==> run_1/clock_map.png <==
Bar = 20 um.
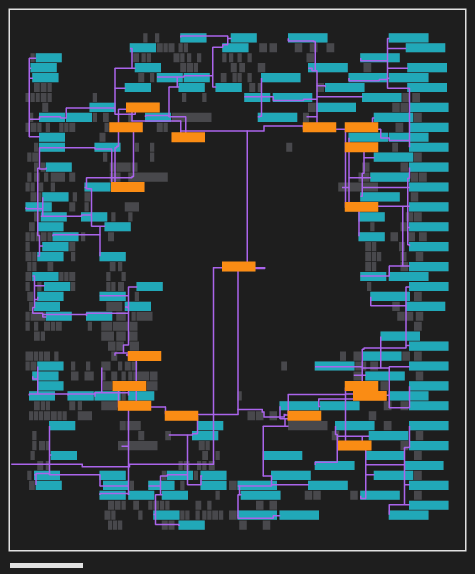
==> run_1/gate_families.png <==
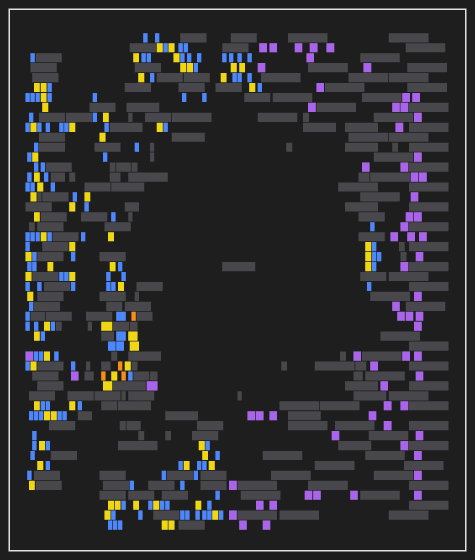
==> run_1/drive_strength.png <==
Bar = 20 um.
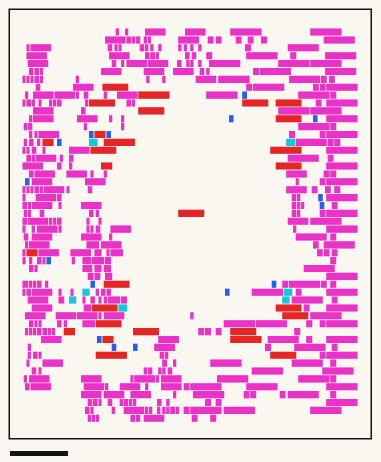
==> run_1/final_clocks.png <==
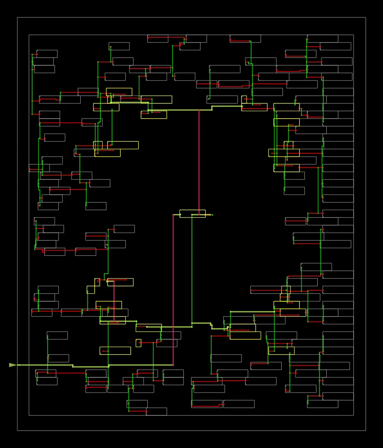
$ cat src/rtl/mul_hilo_ctrl_pkg.sv
// ----------------------------------------------------------------------------
// mul_hilo_ctrl_pkg
// Shared definitions for the multiply issue/writeback controller:
//   - state_t      : controller FSM encoding (IDLE / RUN / CAPTURE)
//   - MUL_LATENCY  : cycles from operand launch to a valid product
//   - HILO_SEL_*   : bit positions of HI and LO in the mthi/mtlo write mask,
//                    also used as the index of each register in hilo_regfile
// ----------------------------------------------------------------------------
package mul_hilo_ctrl_pkg;

  typedef enum logic [1:0] {
    ST_IDLE    = 2'd0,
    ST_RUN     = 2'd1,
    ST_CAPTURE = 2'd2
  } state_t;

  localparam int MUL_LATENCY = 4;
  localparam int HILO_W      = 32;

  // Index 0 holds the low product word, index 1 the high word.
  localparam int HILO_SEL_LO = 0;
  localparam int HILO_SEL_HI = 1;

endpackage

$ cat src/rtl/mul_hilo_ctrl_hilo_regfile.sv
// ----------------------------------------------------------------------------
// hilo_regfile
// Architectural HI/LO register pair.
//
// Optional build macro: MUL_HILO_WRITE_EN (adds the mthi/mtlo write port).
//
// Ports:
//   clk        in   system clock, rising edge
//   reset      in   synchronous active-high reset, clears HI and LO
//   cap_en     in   load both registers from cap_data this edge
//   cap_data   in   64-bit product; [63:32] -> HI, [31:0] -> LO
//   wr_en      in   (MUL_HILO_WRITE_EN) per-register write mask, bit1 = HI
//   wr_data    in   (MUL_HILO_WRITE_EN) data for the selected register(s)
//   hi, lo     out  current register contents
// ----------------------------------------------------------------------------
module hilo_regfile
  import mul_hilo_ctrl_pkg::*;
(
  input  logic                clk,
  input  logic                reset,
  input  logic                cap_en,
  input  logic [2*HILO_W-1:0] cap_data,
`ifdef MUL_HILO_WRITE_EN
  input  logic [1:0]          wr_en,
  input  logic [HILO_W-1:0]   wr_data,
`endif
  output logic [HILO_W-1:0]   hi,
  output logic [HILO_W-1:0]   lo
);

  logic [HILO_W-1:0] hilo_reg [2];

  for (genvar gi = 0; gi < 2; gi++) begin : g_hilo
    always_ff @(posedge clk) begin
      if (reset) begin
        hilo_reg[gi] <= '0;
      end else if (cap_en) begin
        // Capture wins; the controller never raises both in one cycle.
        hilo_reg[gi] <= cap_data[gi*HILO_W +: HILO_W];
`ifdef MUL_HILO_WRITE_EN
      end else if (wr_en[gi]) begin
        hilo_reg[gi] <= wr_data;
`endif
      end
    end
  end

  assign hi = hilo_reg[HILO_SEL_HI];
  assign lo = hilo_reg[HILO_SEL_LO];

endmodule

$ cat src/rtl/mul_hilo_ctrl.sv
// ----------------------------------------------------------------------------
// mul_hilo_ctrl
// Issue and writeback controller for a pipelined signed 32x32 multiplier.
// Accepts one request at a time, holds the operands on the multiplier for the
// whole run, waits out the fixed latency and commits the product to HI/LO.
//
// Optional build macro: MUL_HILO_WRITE_EN (adds hilo_we / hilo_wdata for
// mthi/mtlo; writes are honoured only while IDLE).
//
// Ports:
//   clk, reset           clock and synchronous active-high reset
//   mul_valid/mul_ready  request handshake from execute
//   mul_a, mul_b         operands, latched on accept
//   mult_start           high while the multiplier is running
//   mult_in1, mult_in2   operands held to the multiplier
//   mult_out             64-bit product from the multiplier
//   rd_hilo              decode has an mfhi/mflo in flight
//   stall                busy & rd_hilo
//   busy                 RUN or CAPTURE
//   done                 high in the CAPTURE cycle (HI/LO update at its end)
//   hi, lo               architectural HI/LO
//   hilo_we, hilo_wdata  (MUL_HILO_WRITE_EN) mthi/mtlo write port
// ----------------------------------------------------------------------------
module mul_hilo_ctrl
  import mul_hilo_ctrl_pkg::*;
#(
  parameter int LATENCY = MUL_LATENCY,
  parameter int CNT_W   = 3            // 2**CNT_W must exceed LATENCY
) (
  input  logic        clk,
  input  logic        reset,
`ifdef MUL_HILO_WRITE_EN
  input  logic [1:0]  hilo_we,
  input  logic [31:0] hilo_wdata,
`endif
  input  logic        mul_valid,
  input  logic [31:0] mul_a,
  input  logic [31:0] mul_b,
  output logic        mul_ready,
  output logic        mult_start,
  output logic [31:0] mult_in1,
  output logic [31:0] mult_in2,
  input  logic [63:0] mult_out,
  input  logic        rd_hilo,
  output logic        stall,
  output logic        busy,
  output logic        done,
  output logic [31:0] hi,
  output logic [31:0] lo
);

  localparam logic [CNT_W-1:0] CNT_LAST = CNT_W'(LATENCY - 1);

  state_t            state_reg, state_next;
  logic [CNT_W-1:0]  cnt_reg,   cnt_next;
  logic [31:0]       in1_reg,   in1_next;
  logic [31:0]       in2_reg,   in2_next;
  logic              cap_en;

  always_ff @(posedge clk) begin
    if (reset) begin
      state_reg <= ST_IDLE;
      cnt_reg   <= '0;
      in1_reg   <= '0;
      in2_reg   <= '0;
    end else begin
      state_reg <= state_next;
      cnt_reg   <= cnt_next;
      in1_reg   <= in1_next;
      in2_reg   <= in2_next;
    end
  end

  always_comb begin
    state_next = state_reg;
    cnt_next   = cnt_reg;
    in1_next   = in1_reg;
    in2_next   = in2_reg;
    mul_ready  = 1'b0;
    mult_start = 1'b0;
    busy       = 1'b0;
    cap_en     = 1'b0;

    case (state_reg)
      ST_IDLE: begin
        mul_ready = 1'b1;
        if (mul_valid) begin
          in1_next   = mul_a;
          in2_next   = mul_b;
          cnt_next   = '0;
          state_next = ST_RUN;
        end
      end
      ST_RUN: begin
        mult_start = 1'b1;
        busy       = 1'b1;
        cnt_next   = cnt_reg + 1'b1;
        // Operands launched at accept reach mult_out after LATENCY edges,
        // i.e. exactly during the following CAPTURE cycle.
        if (cnt_reg == CNT_LAST) begin
          state_next = ST_CAPTURE;
        end
      end
      ST_CAPTURE: begin
        busy       = 1'b1;
        cap_en     = 1'b1;
        state_next = ST_IDLE;
      end
      default: begin
        state_next = ST_IDLE;
      end
    endcase
  end

  assign mult_in1 = in1_reg;
  assign mult_in2 = in2_reg;
  assign stall    = busy & rd_hilo;
  // A reset landing on CAPTURE discards the product, so suppress the pulse.
  assign done     = cap_en & ~reset;

  hilo_regfile u_hilo (
    .clk      (clk),
    .reset    (reset),
    .cap_en   (cap_en),
    .cap_data (mult_out),
`ifdef MUL_HILO_WRITE_EN
    // mthi/mtlo only take effect while no multiply owns HI/LO.
    .wr_en    ((state_reg == ST_IDLE) ? hilo_we : 2'b00),
    .wr_data  (hilo_wdata),
`endif
    .hi       (hi),
    .lo       (lo)
  );

endmodule

$ cat config.mk
export PLATFORM = sky130hd
export DESIGN_NAME = mul_hilo_ctrl
export DESIGN_NICKNAME = d
export VERILOG_FILES = /design/src/rtl/mul_hilo_ctrl_pkg.sv /design/src/rtl/mul_hilo_ctrl_hilo_regfile.sv /design/src/rtl/mul_hilo_ctrl.sv
export SDC_FILE = /design/constraint.sdc
export NUM_CORES = 1
export LEC_CHECK = 0
export ABC_CLOCK_PERIOD_IN_PS = 5200
export CAP_MARGIN = 20
export CORE_ASPECT_RATIO = 1.2
export CORE_MARGIN = 4
export CORE_UTILIZATION = 30
export DETAILED_ROUTE_END_ITERATION = 8
export DONT_BUFFER_PORTS = 1
export GPL_TIMING_DRIVEN = 0
export PLACE_DENSITY = 0.55
export SLEW_MARGIN = 20
export SYNTH_ARGS = -nofsm -noshare
export SYNTH_HDL_FRONTEND = slang
export SYNTH_SLANG_ARGS = --single-unit
export TNS_END_PERCENT = 50
$ cat constraint.sdc
create_clock -name clk -period 5.2 [get_ports clk]
set_input_delay 1.04 -clock clk [delete_from_list [all_inputs] [get_ports clk]]
set_output_delay 1.04 -clock clk [all_outputs]
set_load 0.01 [all_outputs]
==> Changelog: implementation, run 1 <==
### Metrics

* Worst-path clk slew at 0.06 ns
* Setup violators final at 0
* Hold slack final at 0.494 ns
* Die W at 124 um
* Flip-flops with a built-in enable at 64
* Register area at 3300 um^2
* Met2 Use GR at 0.244
* Clk sinks at 133
* Syn Area/Cell at 10.9 um^2
* Clk_skew at 0.00573 ns
* CTS max path bufs at 2
* Initial DRT Pass Iterations at 4
* RSZ-0062 raised after global routing: false
* GRT Max-Usage Layer: met2
* Slew @ Worst Pin at 0.859 ns
* Max FO, Critical Path at 10
* Synthesis Warnings at 0
* First-pass GRT wire length at 19,700 um
* Largest net degree at the start of global routing at 65
* Post-DRT Antenna Nets at 0
* Routed vias/inst at 4.70
* Simple-Gate Fraction of Synth Area at 0.196
* Routed WL at 13,100 um
* Slew Viols, Final at 0
* Chip area at 18,400 um^2
* R2r worst-path depth at 6
* FMAX at 0.351 GHz
* Unique cell types at 22
* Worst vdd ir at 160 uV
* WL met1 at 4820 um
* GRT Overall Usage at 0.140
* Number of post-CTS setup repair buffers at 0
* Ao+oa area frac at 0.0741
* P_leak at 2.18 nW
* Hold EP: cnt_reg[1]
* Logic cell area at 1390 um^2
* Top comb family, area: simple AND/OR/NAND/NOR gates
* Initial antenna violation count at 0
* Hold Crit Start: cnt_reg[1]
* Startpoint Class: input pin
* Nets@finish at 602
* XOR Share, Synth at 0
* CORE AREA at 15,800 um^2
* Slew Limit Headroom at 0.428
* Drt drc at 0
* Adder Share, Synth at 0.0128
* Hpwl dp at 10,000 um
* Worst Hold Path Cells at 2
* Placed Instances at 654
* Ports at 265
* Status: complete, no violations
* Floorplan Nets at 583
* Tool warning count at 28
* Vias in the first global route at 3,337
* Worst R2R Setup Slack at 3.42 ns
* Synth-to-Final Area Change at 18.4%
* Metal2 WL at 6630 um
* Initial Util at 0.309
* Wirelength per Cell at 19.1 um
* CP Launch Point: reset
Back to the opening pictures, clock_map.png:
[cyan] flip-flops | count: 133
[purple] clock wires | length: 1,660 um
[orange] cells driving clock nets | count: 17
flops lie: all over the die
routed clock nets: 18

Back to the opening pictures, gate_families.png:
[blue] NAND gates | cells: 134 | most used: nand2_1
[orange] inverters | cells: 4 | most used: inv_1
[purple] AND and OR gates | cells: 67 | most used: and2_1
[yellow] inverting AOI/OAI gates | cells: 70 | most used: a21oi_1

Back to the opening pictures, drive_strength.png:
[red] drive 6 and up | cells: 28 | share: 5.9% | most used: clkbuf_16
[blue] drive 2 | cells: 16 | share: 3.4% | most used: buf_2
[cyan] drive 3 to 4 | cells: 7 | share: 1.5% | most used: clkinv_4
[magenta] drive 1 or less | cells: 426 | share: 89% | most used: nand2_1

Back to the opening pictures, final_clocks.png:
# clk buffers: 17
clock network power: 1.28 mW
clk_lat worst skew: 0.40 ns

## run 1: cell type report
| class | count | share of cell area |
|---|---|---|
| inverters | 4 | 0.00260 |
| multi-input cells | 281 | 0.241 |
| well taps | 208 | 0.0451 |
| plain buffers | 28 | 0.0295 |
| clock inverters | 14 | 0.0364 |
| clock buffers | 17 | 0.0736 |
| flip-flops and latches | 133 | 0.572 |
## run 1: layout by cell type (no fill, tap or decap), types with 6 or more instances in the layout
cell type	synthesis	layout
clkbuf_16	0	17
clkbuf_2	6	6
edfxtp_1	64	64
buf_6	6	6
and2_1	66	66
nand2_1	130	130
clkbuf_1	8	8
dfxtp_1	69	69
a21oi_1	66	66
buf_2	7	7
## run 1: cells in the mapped netlist, types with 4 or more instances
master	instances	share of area
buf_2	7	0.0072
clkbuf_1	8	0.0062
edfxtp_1	64	0.39
inv_1	4	0.0031
dfxtp_1	69	0.28
a21oi_1	66	0.068
buf_6	6	0.014
clkbuf_2	6	0.0062
and2_1	66	0.085
nand2_1	130	0.10
ha_1	5	0.013
## run 1: report_power, final
group          total (mW)  internal, mW  switching [mW]
Sequential           1.21          1.15          0.0595
Clock                1.28         0.845           0.432
Combinational       0.124        0.0417          0.0825
Total                2.61          2.04           0.574
## run 1: critical path, cell delays in order
cell and delay (ns):
buf_2 0.17, nor2b_1 0.24, clkbuf_1 0.36
## run 1: stage by stage
| step | area, um^2 | total power, mW | utilization | setup slack [ns] |
|---|---|---|---|---|
| after floorplan | 4880 | 1.31 | - | 2.45 |
| final | 5780 | 2.61 | 0.366 | 2.35 |
| after global placement | 5140 | 1.35 | 0.326 | 1.89 |
| after CTS | 5780 | 2.65 | 0.366 | 2.32 |
| after global routing | 5780 | 2.72 | 0.366 | 2.23 |
| after detailed placement | 5140 | 1.36 | 0.326 | 2.26 |
--- run 2 (diff from run 1) ---
ABC_CLOCK_PERIOD_IN_PS = 2800   (was 5200)
clock period = 2.8 ns   (was 5.2 ns; I/O delays follow)
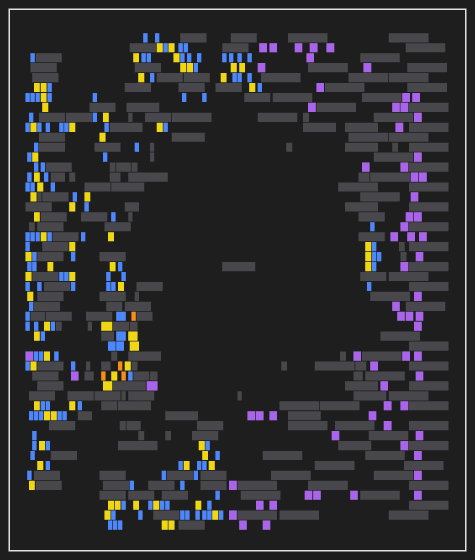
(run_2/gate_families.png)
[purple] AND and OR gates | cells: 67 | most used: and2_1
[blue] NAND gates | cells: 134 | most used: nand2_1
[orange] inverters | cells: 4 | most used: inv_1
[yellow] inverting AOI/OAI gates | cells: 70 | most used: a21oi_1

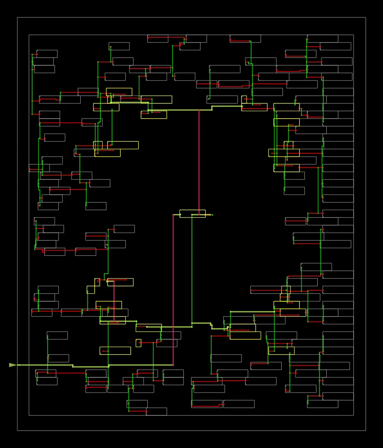
(run_2/final_clocks.png)
clk sinks: 133
clock network power: 2.37 mW
clk_skew: 0.00573 ns
number of buffers created by CTS: 17
FF+latch count: 133

==> run 2 against run 1 <==
  * Clock skew unchanged
  * Final cell count unchanged
  * Synthesized cell count is the same
  * Largest cell class unchanged
  * First-iteration DRC count unchanged
  * Critical path type is now reg2out
  * Utilization is the same
  * Final area did not move
  * Highest routed layer unchanged
  * Critical path depth grew 1
  * Die size unchanged
==> Changelog: implementation, run 2 <==
### Metrics

* Largest area contributor in the netlist: edfxtp_1
* CP max stage delay at 0.36 ns
* Tap cells at 208
* Worst vdd ir at 297 uV
* Buffers excl. clock at 28
* Initial DRT Pass Iterations at 4
* Slew Limit Headroom at 0.428
* Worst Hold Path Cells at 2
* FMAX at 0.464 GHz
* Worst R2R Setup Slack at 1.02 ns
* # clk buffers at 17
* Switching pwr at 1.07 mW
* Metal2 WL at 6630 um
* R2r worst-path depth at 6
* Non-clock inverters at 4
* Switching Share at 0.220
* Nets@finish at 602
* Hold slack final at 0.286 ns
* Slew @ Worst Pin at 0.859 ns
* Clock power share at 0.489
* Initial antenna violation count at 0
* Ports at 265
* Int Power at 3.78 mW
* Placed Area at 5140 um^2
* Crit-path cells: inv_1 > ha_1 > nor2b_1 > clkbuf_1
* Clk_lat worst skew at 0.40 ns
* Clk cell area share at 0.110
* Post-DRT Antenna Nets at 0
* Most frequent cells in the layout: nand2_1 (130), dfxtp_1 (69), and2_1 (66), a21oi_1 (66), edfxtp_1 (64)
* CORE AREA at 15,800 um^2
* Slew Viols, Final at 0
* Synth-to-Final Area Change at 18.4%
* Most common cell in the netlist: nand2_1
* Startpoint Class: register
* Logic cell area at 1390 um^2
* Drt drc at 0
* Sequential share of power at 0.463
* Routed vias/inst at 4.70
* Area leader share at 0.394
* Initial Util at 0.309
* Number of post-CTS setup repair buffers at 0
* Flip-flops with a built-in enable at 64
* Flop share of the area at 0.572
* Dominant logic cell type in the layout: nand2_1
* Tool warning count at 28
* GRT Overall Usage at 0.140
* Synthesis Warnings at 0
* P_leak at 2.18 nW
* Register area at 3300 um^2
* Final core utilization at 0.366
* Routed WL at 13,100 um
* First-pass GRT wire length at 19,700 um
* Combinational share of cell area at 0.241
* Chip area at 18,400 um^2
* Max FO, Critical Path at 10
* Hold EP: mult_in1[20]
* WL met1 at 4820 um
* Status: complete, no violations
* Hold Crit Start: mul_a[20]
* Unique cell types at 22
* Mi-comb count at 281
* Largest net degree at the start of global routing at 65
* Wirelength per Cell at 19.1 um
run 2: cell counts in the layout (fill, tap and decap cells not counted):
No cell type changed its count.
run 2: logic make-up (layout without fill, tap and decap cells):
logic type,count (synthesis),after routing,synth area share
and+or+nand+nor,205,205,0.196
AOI/OAI and AO/OA,70,70,0.0741
DFF,133,133,0.677
muxes,1,1,0.00205
adders and majority gates,5,5,0.0128
buffers and inverters,32,63,0.0380
run 2: worst max-delay path: cells and delay by family (launching register included):
family	cells	cell delay, ns
fa+ha+maj	1	0.16
flops	1	0.33
simple gates	1	0.24
buf+inv	2	0.46
run 2: through the flow:
| step | TNS [ns] | worst slack (ns) | power (mW) | instances |
|---|---|---|---|---|
| finish | 0 | 0.646 | 4.85 | 685 |
| detailed placement | 0 | 0.339 | 2.52 | 654 |
| CTS | 0 | 0.601 | 4.92 | 685 |
| global route | 0 | 0.499 | 5.05 | 685 |
| floorplan | 0 | 0.528 | 2.44 | 446 |
| global placement | -1.72 | -0.0344 | 2.51 | 654 |
run 2: per-layer routing:
metal	vias to the layer above	track usage
met5	-	0
met4	0	0.0477
met3	6	0.0752
met2	219	0.244
met1	1479	0.144
li1	1513	-
run 2: how the worst max path moves through the flow:
stage	depth (start not counted)	start	end
2_1_floorplan	3	reset	u_hilo.hilo_reg[0][0]
6_report	4	state_reg[0]	done
4_1_cts	4	state_reg[0]	done
5_1_grt	4	state_reg[0]	done
3_5_place_dp	3	reset	u_hilo.hilo_reg[1][28]
3_3_place_gp	3	reset	u_hilo.hilo_reg[1][28]
run 2: power by group through the flow:
stage	Sequential, mW	Clock [mW]	Combinational [mW]
floorplan	2.26	0	0.179
global placement	2.29	0	0.222
detailed placement	2.29	0	0.236
CTS	2.25	2.43	0.236
global route	2.26	2.52	0.266
finish	2.24	2.37	0.231
--- run 3 (diff from run 2) ---
ABC_CLOCK_PERIOD_IN_PS = 2000   (was 2800)
clock period = 2 ns   (was 2.8 ns; I/O delays follow)
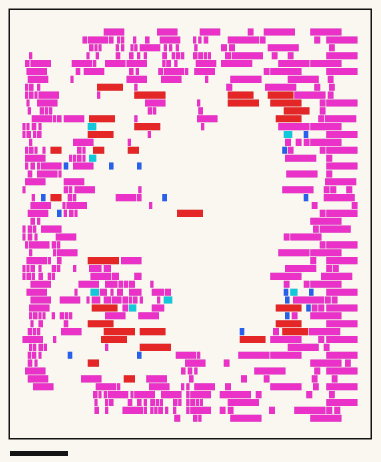
(run_3/drive_strength.png)
Bar = 20 um.
[magenta] drive 1 or less | cells: 424 | share: 89% | most used: nand2_1
[blue] drive 2 | cells: 17 | share: 3.6% | most used: buf_2
[cyan] drive 3 to 4 | cells: 7 | share: 1.5% | most used: clkinv_4
[red] drive 6 and up | cells: 29 | share: 6.1% | most used: clkbuf_16

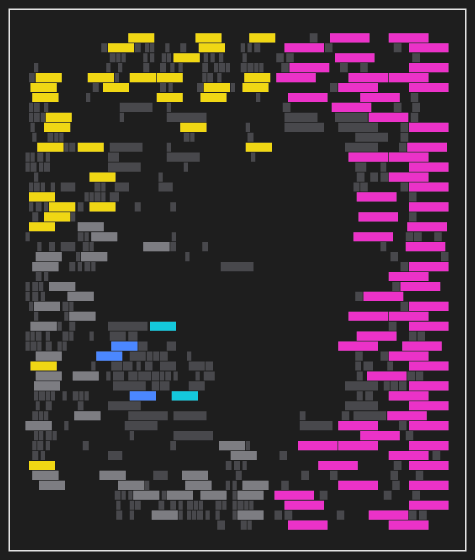
(run_3/registers.png)
Other sequential cells in the stronger gray, the rest of the logic in the fainter gray.
[cyan] state_reg | flops: 2
[magenta] u_hilo.hilo_reg | flops: 64
[blue] cnt_reg | flops: 3
[yellow] mult_in2 | flops: 32
not colored: 32
register area: 3300 um^2
seq pwr: 3.14 mW
flop share of the area: 0.569
final core utilization: 0.368

==> run 3 against run 2 <==
  * Sequential share of layout area down 0.27 points
  * Clock power increased by 46%
  * Global-route usage down 0.53 points
  * Non-clock buffer count stayed put
  * Die size did not move
  * Wire length fell by 4.0%
  * Total power grew 43%
  * Utilization grew 0.17 points
  * Register-to-register slack got worse by 0.71 ns
  * First-iteration DRC count up 34%
  * Clock-buffer cell count is 1 higher
==> Changelog: implementation, run 3 <==
### Metrics

* Ports at 265
* Largest area class, layout: registers
* Switching Share at 0.216
* FMAX at 0.545 GHz
* Non-clock inverters at 4
* Tool warning count at 29
* Vias in the first global route at 3,365
* Worst vdd ir at 552 uV
* # clk buffers at 18
* Int Power at 5.43 mW
* Wirelength per Cell at 18.3 um
* Nets@finish at 602
* Final WS setup at 0.165 ns
* Area leader share at 0.394
* Placed Area at 5140 um^2
* Biggest area cells: edfxtp_1 (39%), dfxtp_1 (28%), nand2_1 (10%), and2_1 (8.5%), a21oi_1 (6.8%)
* Die W at 124 um
* Buffers excl. clock at 28
* Worst-path clk slew at 0.06 ns
* RSZ-0062 raised after global routing: true
* Flip-flops with a built-in enable at 64
* CTS max path bufs at 2
* Top comb family, area: simple AND/OR/NAND/NOR gates
* Simple-Gate Fraction of Synth Area at 0.196
* Clk sinks at 133
* Number of post-CTS setup repair buffers at 0
* Switching pwr at 1.50 mW
* Status: complete, no violations
* Synthesis Warnings at 0
* Drt drc at 0
* Data buffer area share at 0.0297
* Dominant logic cell type in the layout: nand2_1
* Setup violators final at 0
* Clock power share at 0.501
* GRT Overall Usage at 0.135
* Comb power frac at 0.046
* Clk_skew at 0.00674 ns
* XOR Share, Synth at 0
* Pre-CTS setup slack at -0.353 ns
* Clk_lat worst skew at 0.40 ns
* Startpoint Class: register
* Max FO, Critical Path at 10
* First-pass GRT wire length at 19,300 um
* Adder Share, Synth at 0.0128
* Clk cell area share at 0.114
* Combinational share of cell area at 0.240
* Routed WL at 12,600 um
* Largest net degree at the start of global routing at 65
* Routed vias/inst at 4.74
* Syn Area/Cell at 10.9 um^2
## run 3: cell count changes in the layout (fill, tap and decap cells not counted), sizes merged
cell / delta
clkinv: -2
buf: +1
bufinv: +1
## run 3: stage by stage
step           power, mW  hold WS, ns  cells
2_1_floorplan       3.41        0.447    446
3_3_place_gp        3.51        0.461    654
3_5_place_dp        3.53        0.477    654
4_1_cts             7.03        0.109    685
5_1_grt             7.21        0.106    685
6_report            6.93        0.132    685
## run 3: final timing paths
check / start / endpoint / slack [ns] / cells past startpoint
min: mul_a[2] / mult_in1[2] / 0.13 / 2
max: state_reg[0] / done / 0.16 / 4
min reg2reg: cnt_reg[0] / cnt_reg[0] / 0.49 / 1
max reg2reg: state_reg[1] / mult_in2[2] / 0.31 / 6
## run 3: power groups by stage
stage / registers (mW) / logic, mW / clock network, mW
4_1_cts: 3.15 / 0.327 / 3.55
6_report: 3.14 / 0.318 / 3.47
3_5_place_dp: 3.20 / 0.326 / 0
3_3_place_gp: 3.20 / 0.310 / 0
5_1_grt: 3.16 / 0.370 / 3.68
2_1_floorplan: 3.16 / 0.252 / 0
## run 3: critical path: stages, from the launching register on
cell and delay, ns:
dfxtp_1 0.32, inv_1 0.08, ha_1 0.15, nor2b_1 0.21, buf_2 0.27
## run 3: routing by layer
| metal | track usage | vias to the layer above | share of wire |
|---|---|---|---|
| li1 | - | 1513 | - |
| met1 | 0.146 | 1515 | 0.39 |
| met2 | 0.220 | 208 | 0.48 |
| met3 | 0.0781 | 11 | 0.12 |
| met4 | 0.0488 | 0 | 0.015 |
| met5 | 0 | - | 0 |
## run 3: kinds of logic after synthesis
family | after synthesis
AND/OR/NAND/NOR | 205
multiplexers | 1
buffers and inverters | 32
adder cells (fa/ha/maj) | 5
flip-flops | 133
AND-OR/OR-AND | 70
Power and IR drop assume default switching activity.
